`src/rtl/sequenciador_medicao_distancia_pkg.sv`:
```
// Shared definitions for the ultrasonic distance sequencer.
//   estado_t    : measurement FSM states
//   CM_SAT      : saturation value of the centimetre counter
//   SYNC_STAGES : depth of the echo input synchroniser
package sequenciador_medicao_distancia_pkg;

    typedef enum logic [2:0] {
        ST_IDLE,
        ST_TRIG,
        ST_WAIT_RISE,
        ST_MEASURE,
        ST_HOLDOFF
    } estado_t;

    localparam logic [7:0] CM_SAT      = 8'd255;
    localparam int         SYNC_STAGES = 2;

endpackage

```
`src/rtl/sequenciador_medicao_distancia_if.sv`:
```
// Signal bundle between the sequencer and the sensor / top-level circuit.
//   enable        : 1 = run periodic measurements
//   echo          : raw sensor echo (asynchronous)
//   trig          : sensor trigger pulse
//   distancia_cm  : last valid distance in cm, saturated at 255
//   medida_valida : one-cycle pulse when distancia_cm updates
//   erro_timeout  : sticky timeout flag
//   dentro_limite : last measurement valid and within the limit
//   led           : blinking indicator while dentro_limite
// Modports: slave = sequencer side, master = driver/observer side.
interface sequenciador_medicao_distancia_if;
    logic       enable;
    logic       echo;
    logic       trig;
    logic [7:0] distancia_cm;
    logic       medida_valida;
    logic       erro_timeout;
    logic       dentro_limite;
    logic       led;

    modport slave (
        input  enable, echo,
        output trig, distancia_cm, medida_valida, erro_timeout, dentro_limite, led
    );

    modport master (
        output enable, echo,
        input  trig, distancia_cm, medida_valida, erro_timeout, dentro_limite, led
    );
endinterface

```
`src/rtl/sequenciador_medicao_distancia_divisor_tick.sv`:
```
// Divider producing a one-cycle tick every N enabled clocks.
//   clk    : clock
//   rst_n  : asynchronous active-low reset
//   clr_i  : synchronous clear of the count (wins over en_i)
//   en_i   : count enable
//   tick_o : high on the N-th enabled cycle since the last clear/tick
module divisor_tick #(
    parameter int N = 58
) (
    input  logic clk,
    input  logic rst_n,
    input  logic clr_i,
    input  logic en_i,
    output logic tick_o
);
    localparam int            W      = (N > 1) ? $clog2(N) : 1;
    localparam logic [W-1:0]  ULTIMO = W'(N - 1);

    logic [W-1:0] cnt_q, cnt_d;

    assign tick_o = en_i && (cnt_q == ULTIMO);

    always_comb begin
        cnt_d = cnt_q;
        if (clr_i) begin
            cnt_d = '0;
        end else if (en_i) begin
            cnt_d = tick_o ? '0 : cnt_q + 1'b1;
        end
    end

    always_ff @(posedge clk or negedge rst_n) begin
        if (!rst_n) begin
            cnt_q <= '0;
        end else begin
            cnt_q <= cnt_d;
        end
    end
endmodule

```
`src/rtl/sequenciador_medicao_distancia.sv`:
```
// Ultrasonic distance sequencer: periodic trigger, echo timing, cm
// conversion, timeout flag, range flag and blinking LED.
//   clk   : clock
//   rst_n : asynchronous active-low reset
//   bus   : sequenciador_medicao_distancia_if.slave (enable/echo in,
//           trig/distancia_cm/medida_valida/erro_timeout/dentro_limite/led out)
// Build option: define MEDIA_MOVEL_EN to publish the moving average of the
// last 4 valid raw measurements instead of the raw value.
module sequenciador_medicao_distancia
    import sequenciador_medicao_distancia_pkg::*;
#(
    parameter int CLKS_PER_CM       = 58,
    parameter int TRIG_CLKS         = 10,
    parameter int ECHO_TIMEOUT_CLKS = 30000,
    parameter int PERIOD_CLKS       = 60000,
    parameter int LIMITE_CM         = 30,
    parameter int BLINK_HALF_CLKS   = 250000
) (
    input logic clk,
    input logic rst_n,
    sequenciador_medicao_distancia_if.slave bus
);
    // The period counter may run past PERIOD_CLKS when a full echo timeout
    // outlasts the period, so it is sized for the worst case.
    localparam int PER_MAX = PERIOD_CLKS + TRIG_CLKS + 2 * ECHO_TIMEOUT_CLKS;
    localparam int PW      = $clog2(PER_MAX + 1);
    localparam int TW      = $clog2(ECHO_TIMEOUT_CLKS + 1);

    localparam logic [PW-1:0] TRIG_ULT = PW'(TRIG_CLKS - 1);
    localparam logic [PW-1:0] PER_ULT  = PW'(PERIOD_CLKS - 1);
    localparam logic [TW-1:0] TMO_ULT  = TW'(ECHO_TIMEOUT_CLKS - 1);
    localparam logic [7:0]    LIMITE_8 = 8'(LIMITE_CM);

    estado_t                state_q, state_d;
    logic [PW-1:0]          per_q, per_d;
    logic [TW-1:0]          tmo_q, tmo_d;
    logic [SYNC_STAGES-1:0] sync_q;
    logic                   echo_s, echo_ant_q, echo_queda;
    logic                   cnt_en, cm_tick, blink_tick;
    logic [7:0]             cm_q, dist_nova;
    logic                   fim_medida, fim_timeout;

    logic       trig_q, trig_d;
    logic [7:0] dist_q, dist_d;
    logic       valid_q, valid_d;
    logic       erro_q, erro_d;
    logic       dentro_q, dentro_d;
    logic       led_q, led_d;

    // Echo synchroniser and falling-edge detector
    assign echo_s     = sync_q[SYNC_STAGES-1];
    assign echo_queda = echo_ant_q & ~echo_s;

    always_ff @(posedge clk or negedge rst_n) begin
        if (!rst_n) begin
            sync_q     <= '0;
            echo_ant_q <= 1'b0;
        end else begin
            sync_q     <= {sync_q[SYNC_STAGES-2:0], bus.echo};
            echo_ant_q <= echo_s;
        end
    end

    // Width counting starts on the cycle the rise is seen in WAIT_RISE, so a
    // clean echo of D clocks yields floor(D / CLKS_PER_CM) centimetres.
    assign cnt_en = (state_q == ST_MEASURE) || ((state_q == ST_WAIT_RISE) && echo_s);

    divisor_tick #(.N(CLKS_PER_CM)) u_cm_div (
        .clk    (clk),
        .rst_n  (rst_n),
        .clr_i  (~cnt_en),
        .en_i   (cnt_en),
        .tick_o (cm_tick)
    );

    always_ff @(posedge clk or negedge rst_n) begin
        if (!rst_n) begin
            cm_q <= '0;
        end else if (!cnt_en) begin
            cm_q <= '0;
        end else if (cm_tick && (cm_q != CM_SAT)) begin
            cm_q <= cm_q + 8'd1;
        end
    end

`ifdef MEDIA_MOVEL_EN
    // Window of the last valid raw samples; win_q[0] is the newest. Until the
    // first sample arrives the whole window is treated as that sample.
    logic [7:0] win_q [4];
    logic       primed_q;
    logic [9:0] soma;

    assign soma      = primed_q ? (10'(cm_q) + 10'(win_q[0]) + 10'(win_q[1]) + 10'(win_q[2]))
                                : {cm_q, 2'b00};
    assign dist_nova = 8'(soma >> 2);

    always_ff @(posedge clk or negedge rst_n) begin
        if (!rst_n) begin
            primed_q <= 1'b0;
            win_q[0] <= '0;
        end else if (fim_medida) begin
            primed_q <= 1'b1;
            win_q[0] <= cm_q;
        end
    end

    for (genvar gi = 1; gi < 4; gi++) begin : g_janela
        always_ff @(posedge clk or negedge rst_n) begin
            if (!rst_n) begin
                win_q[gi] <= '0;
            end else if (fim_medida) begin
                win_q[gi] <= primed_q ? win_q[gi-1] : cm_q;
            end
        end
    end
`else
    assign dist_nova = cm_q;
`endif

    // FSM next state. Dropping enable in TRIG/WAIT_RISE/MEASURE aborts at
    // once and takes priority over any measurement or timeout result.
    always_comb begin
        state_d     = state_q;
        per_d       = per_q;
        tmo_d       = '0;
        fim_medida  = 1'b0;
        fim_timeout = 1'b0;
        case (state_q)
            ST_IDLE: begin
                per_d = '0;
                if (bus.enable) state_d = ST_TRIG;
            end
            ST_TRIG: begin
                per_d = per_q + 1'b1;
                if (!bus.enable)          state_d = ST_IDLE;
                else if (per_q == TRIG_ULT) state_d = ST_WAIT_RISE;
            end
            ST_WAIT_RISE: begin
                per_d = per_q + 1'b1;
                tmo_d = tmo_q + 1'b1;
                if (!bus.enable) begin
                    state_d = ST_IDLE;
                end else if (echo_s) begin
                    state_d = ST_MEASURE;
                    tmo_d   = '0;
                end else if (tmo_q == TMO_ULT) begin
                    state_d     = ST_HOLDOFF;
                    fim_timeout = 1'b1;
                end
            end
            ST_MEASURE: begin
                per_d = per_q + 1'b1;
                tmo_d = tmo_q + 1'b1;
                if (!bus.enable) begin
                    state_d = ST_IDLE;
                end else if (echo_queda) begin
                    state_d    = ST_HOLDOFF;
                    fim_medida = 1'b1;
                end else if (tmo_q == TMO_ULT) begin
                    state_d     = ST_HOLDOFF;
                    fim_timeout = 1'b1;
                end
            end
            ST_HOLDOFF: begin
                if (per_q >= PER_ULT) begin
                    per_d   = '0;
                    state_d = bus.enable ? ST_TRIG : ST_IDLE;
                end else begin
                    per_d = per_q + 1'b1;
                end
            end
            default: state_d = ST_IDLE;
        endcase
    end

    // Registered outputs
    always_comb begin
        trig_d   = (state_d == ST_TRIG);
        valid_d  = fim_medida;
        dist_d   = fim_medida ? dist_nova : dist_q;
        erro_d   = erro_q;
        dentro_d = dentro_q;
        if (fim_medida) begin
            erro_d   = 1'b0;
            dentro_d = (dist_nova <= LIMITE_8);
        end else if (fim_timeout) begin
            erro_d   = 1'b1;
            dentro_d = 1'b0;
        end
        // LED follows dentro_d so it switches on the same edge as the flag
        if (!dentro_d)      led_d = 1'b0;
        else if (!dentro_q) led_d = 1'b1;
        else if (blink_tick) led_d = ~led_q;
        else                led_d = led_q;
    end

    divisor_tick #(.N(BLINK_HALF_CLKS)) u_blink_div (
        .clk    (clk),
        .rst_n  (rst_n),
        .clr_i  (~dentro_q),
        .en_i   (dentro_q),
        .tick_o (blink_tick)
    );

    always_ff @(posedge clk or negedge rst_n) begin
        if (!rst_n) begin
            state_q  <= ST_IDLE;
            per_q    <= '0;
            tmo_q    <= '0;
            trig_q   <= 1'b0;
            dist_q   <= '0;
            valid_q  <= 1'b0;
            erro_q   <= 1'b0;
            dentro_q <= 1'b0;
            led_q    <= 1'b0;
        end else begin
            state_q  <= state_d;
            per_q    <= per_d;
            tmo_q    <= tmo_d;
            trig_q   <= trig_d;
            dist_q   <= dist_d;
            valid_q  <= valid_d;
            erro_q   <= erro_d;
            dentro_q <= dentro_d;
            led_q    <= led_d;
        end
    end

    assign bus.trig          = trig_q;
    assign bus.distancia_cm  = dist_q;
    assign bus.medida_valida = valid_q;
    assign bus.erro_timeout  = erro_q;
    assign bus.dentro_limite = dentro_q;
    assign bus.led           = led_q;
endmodule

```
`src/flat_wrapper.sv`:
```
// flat-port wrapper written by rule: the top's interface ports become plain ports
module sequenciador_medicao_distancia_flat import sequenciador_medicao_distancia_pkg::*;
#(
    parameter int CLKS_PER_CM       = 58,
    parameter int TRIG_CLKS         = 10,
    parameter int ECHO_TIMEOUT_CLKS = 30000,
    parameter int PERIOD_CLKS       = 60000,
    parameter int LIMITE_CM         = 30,
    parameter int BLINK_HALF_CLKS   = 250000
)
  (clk, rst_n, bus_enable, bus_echo, bus_trig, bus_distancia_cm, bus_medida_valida, bus_erro_timeout, bus_dentro_limite, bus_led);
  sequenciador_medicao_distancia_if bus_i ();
  input logic clk;
  input logic rst_n;
  input wire logic [$bits(bus_i.enable)-1:0] bus_enable;
  input wire logic [$bits(bus_i.echo)-1:0] bus_echo;
  output wire logic [$bits(bus_i.trig)-1:0] bus_trig;
  output wire logic [$bits(bus_i.distancia_cm)-1:0] bus_distancia_cm;
  output wire logic [$bits(bus_i.medida_valida)-1:0] bus_medida_valida;
  output wire logic [$bits(bus_i.erro_timeout)-1:0] bus_erro_timeout;
  output wire logic [$bits(bus_i.dentro_limite)-1:0] bus_dentro_limite;
  output wire logic [$bits(bus_i.led)-1:0] bus_led;
  assign bus_i.enable = bus_enable;
  assign bus_i.echo = bus_echo;
  assign bus_trig = bus_i.trig;
  assign bus_distancia_cm = bus_i.distancia_cm;
  assign bus_medida_valida = bus_i.medida_valida;
  assign bus_erro_timeout = bus_i.erro_timeout;
  assign bus_dentro_limite = bus_i.dentro_limite;
  assign bus_led = bus_i.led;
  sequenciador_medicao_distancia #(.CLKS_PER_CM(CLKS_PER_CM), .TRIG_CLKS(TRIG_CLKS), .ECHO_TIMEOUT_CLKS(ECHO_TIMEOUT_CLKS), .PERIOD_CLKS(PERIOD_CLKS), .LIMITE_CM(LIMITE_CM), .BLINK_HALF_CLKS(BLINK_HALF_CLKS)) u_core (.clk(clk), .rst_n(rst_n), .bus(bus_i));
endmodule
```
`config.mk`:
```
export PLATFORM = sky130hd
export DESIGN_NAME = sequenciador_medicao_distancia_flat
export DESIGN_NICKNAME = d
export VERILOG_FILES = /design/src/rtl/sequenciador_medicao_distancia_pkg.sv /design/src/rtl/sequenciador_medicao_distancia_if.sv /design/src/rtl/sequenciador_medicao_distancia_divisor_tick.sv /design/src/rtl/sequenciador_medicao_distancia.sv /design/src/flat_wrapper.sv
export SDC_FILE = /design/constraint.sdc
export NUM_CORES = 1
export LEC_CHECK = 0
export CORE_UTILIZATION = 45
export CTS_BUF_LIST = sky130_fd_sc_hd__clkbuf_4 sky130_fd_sc_hd__clkbuf_8
export DETAILED_ROUTE_END_ITERATION = 10
export PLACE_DENSITY = 0.65
export SLEW_MARGIN = 25
export SYNTH_ARGS = -nofsm -noshare
export SYNTH_HDL_FRONTEND = slang
export SYNTH_SLANG_ARGS = --single-unit
```
`constraint.sdc`:
```
create_clock -name clk -period 3.7 [get_ports clk]
set_input_delay 0.555 -clock clk [delete_from_list [all_inputs] [get_ports clk]]
set_output_delay 0.555 -clock clk [all_outputs]
set_load 0.02 [all_outputs]
```
Figure 1. Signal wires on met1.
Drawn at 4 px/micron. Supply wires on this layer in grey. Cells faint in the background.
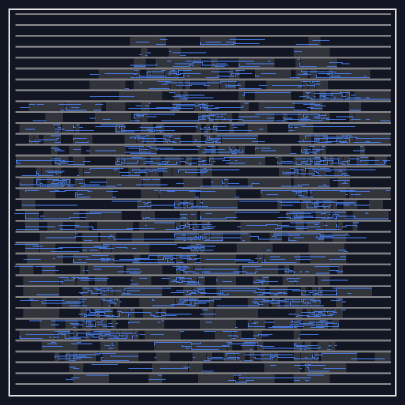
- longest straight run: 23.5 microns
- main direction: horizontal
- share of all routed wire: 47%
drt total wl: 7340 microns
Via Count: 2,771

Figure 2. Clock distribution.
Drawn at 3 px/micron.
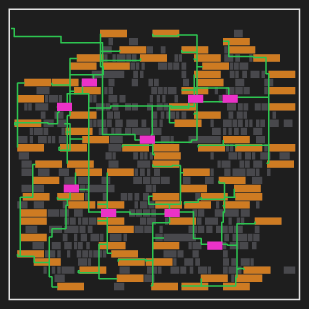
- magenta: clock-net drivers (count 9)
- orange: flip-flops (count 83)
- green: clock wires (length 1,030 microns)
- routed clock nets: 10

Figure 3. Met2 routing.
Drawn at 4 px/micron.
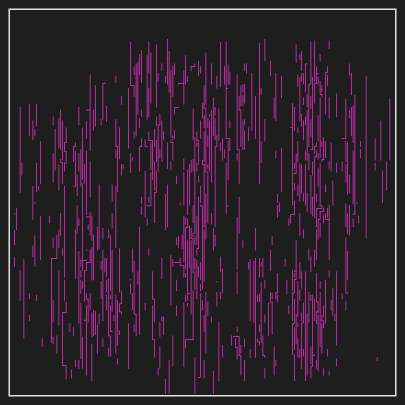
- longest straight run: 40.5 microns
- share of all routed wire: 49%

Figure 4. Metal 3.
Drawn at 6 px/micron. Cells faint in the background.
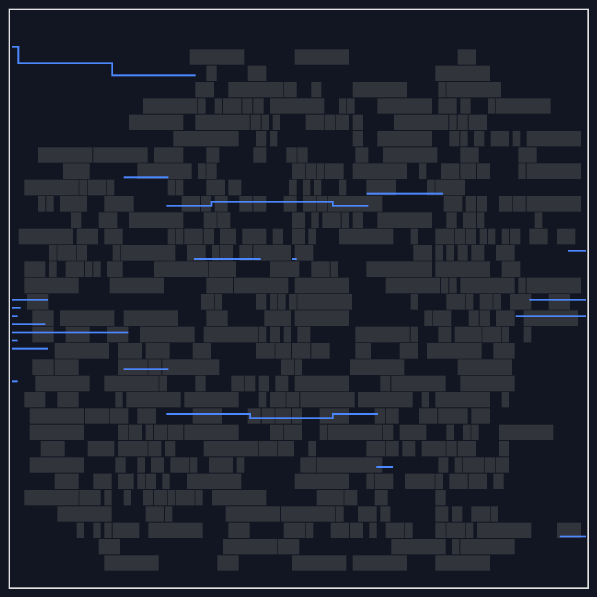
- share of all routed wire: 2.9%
- main direction: horizontal
- longest straight run: 20.2 microns
- wire length on this layer: 213 microns
- nets with wire on the layer: 14

==> Slide: Implementation Results <==
Flow Results at a Glance

CTS
  – CTS root buf: sky130_fd_sc_hd__clkbuf_8
  – Cts-stage hold buffer count: 0
  – CTS tree: built
  – Clk ins delay skew pair: between 0.3 and 0.4 ns
  – Total clock buffers created by CTS: 9

Synth
  – Adder Share, Synth: 0.0250
  – Number of warnings reported in the yosys synthesis log: 0
  – Chip area from the yosys synthesis statistics: roughly 4000 sq um
  – Yosys cell types: roughly 52
  – Post-synthesis share of cell area spent on and-or and or-and gates: 0.0651
  – Mapped Cells: around 390
  – Ys async rst share: 1.00
  – Top area cell types: sky130_fd_sc_hd__dfrtp_1 52%, sky130_fd_sc_hd__nor2_1 6.3%, sky130_fd_sc_hd__xnor2_1 5.9%, sky130_fd_sc_hd__xor2_1 4.6%, sky130_fd_sc_hd__nand3_1 3.0%
  – Netlist area before placement: approximately 4000 sq um

Global routing
  – Leftover overflow at the end of global routing: 0
  – Antenna violations before repair: 0
  – Maximum number of pins on one net before global-route repair: 84
  – Total GRT Usage: 0.179
  – First-pass GRT wire length: ~13,000 microns

Final timing
  – Minimum clock period after layout: about 2 ns
  – Tcrit/Tclk final: 0.550
  – Setup violations, final: 0
  – Final number of hold-violating endpoints: 0
  – Fmax achieved: approximately 490 MHz
  – RSZ-0062 raised after global routing: no
  – Max Transition Viols Final: 0
  – Final Skew: ~0.016 ns

Worst setup path
  – Worst path arrival time: 1.48 ns
  – Worst r2r src: u_core.state_q[0]
  – Launch point of the worst path: u_core.bus.dentro_limite
  – Type of the worst setup path: reg -> out
  – Cell family contributing the most delay on the critical path: buffers and inverters
  – Required time of the critical path: between 3 and 4 ns

Outcome
  – Status: finished, final reports clean

Floorplan
  – Overall chip area: between 9000 and 10,000 sq um
  – CORE AREA: 8680 sq um

Placed design
  – Count of input and output buffers: 16

Run
  – Max_cap viols: 0

Pwr
  – Maximum vdd drop: between 0.0002 and 0.00025 V
  – Leakage Power: 1.82 nW

Cells and area
  – Ant. Diodes: 0
  – Growth of design area from synthesis to finish: 12.7%
  – Post-route standard cell area excluding fillers: about 4500 sq um

Detailed routing
  – Ratio of routed vias to standard cells: between 5 and 6
  – Post-route antenna net violation count: 0
==> sequential cells by signal (all words and copies together), names as in the netlist <==
register                  count
u_core.cm_q                   8
u_core.sync_q                 2
u_core.bus.distancia_cm       8
u_core.per_q                 17
u_core.u_blink_div.cnt_q     18
u_core.state_q                3
u_core.u_cm_div.cnt_q         6
u_core.bus.dentro_limite      1
u_core.bus.led                1
u_core.bus.medida_valida      1
u_core.echo_ant_q             1
u_core.bus.trig               1
u_core.bus.erro_timeout       1
u_core.tmo_q                 15
==> final cells by class <==
cell class | instances | area (sq um)
clock inverter | 5 | 108
multi-input combinational | 288 | 1830
clock buffer | 11 | 151
timing repair buffer | 16 | 161
inverter | 10 | 37.5
sequential | 83 | 2080
fill | 797 | 4180
tap | 108 | 135
==> routing by layer <==
metal | wire length (microns) | track usage | vias to the layer above | share of wire
met5 | 0 | 0 | - | 0
met4 | 88 | 0.0597 | 0 | 0.012
met3 | 212 | 0.0513 | 10 | 0.029
met2 | 3580 | 0.297 | 23 | 0.49
met1 | 3460 | 0.224 | 1348 | 0.47
li1 | - | - | 1390 | -
==> stage by stage <==
stage | hold slack, ns | power, mW | std cells
global route | 0.305 | 1.81 | 521
finish | 0.204 | 1.75 | 521
global placement | 0.340 | 0.951 | 505
CTS | 0.365 | 1.78 | 521
detailed placement | 0.341 | 0.951 | 505
floorplan | 0.259 | 0.929 | 388
==> where the power goes <==
group	leakage (nW)	internal (mW)	switching (mW)
Combinational	0.556	0.00361	0.0183
Clock	0.130	0.489	0.331
Sequential	1.13	0.908	0.00206
==> final timing paths <==
path,slack [ns],depth (start not counted),endpoint
worst min register to register,0.35,0,u_core.sync_q[1]
min in group clk,0.35,0,u_core.sync_q[1]
worst max register to register,1.78,5,u_core.per_q[16]
worst min-delay path,0.20,1,u_core.tmo_q[5]
worst max-delay path,1.66,1,bus_dentro_limite
max in group asynchronous,2.96,1,u_core.sync_q[0]
==> logic make-up after synthesis <==
family | Yosys count
buffers and inverters | 17
adder cells (fa/ha/maj) | 8
AND/OR/NAND/NOR | 185
XOR/XNOR | 48
flip-flops | 83
AND-OR/OR-AND | 36
multiplexers | 11
==> cell usage in the layout, fill, tap and decap left out, types with 11 or more instances in the layout <==
cell / instances
sky130_fd_sc_hd__nor3_1: 11
sky130_fd_sc_hd__dfrtp_1: 83
sky130_fd_sc_hd__nor2_1: 67
sky130_fd_sc_hd__nand2_1: 21
sky130_fd_sc_hd__o21ai_0: 11
sky130_fd_sc_hd__clkbuf_8: 11
sky130_fd_sc_hd__clkdlybuf4s50_1: 15
sky130_fd_sc_hd__xnor2_1: 27
sky130_fd_sc_hd__xor2_1: 21
sky130_fd_sc_hd__nand4_1: 13
sky130_fd_sc_hd__nand3_1: 24
Power and IR drop assume default switching activity.
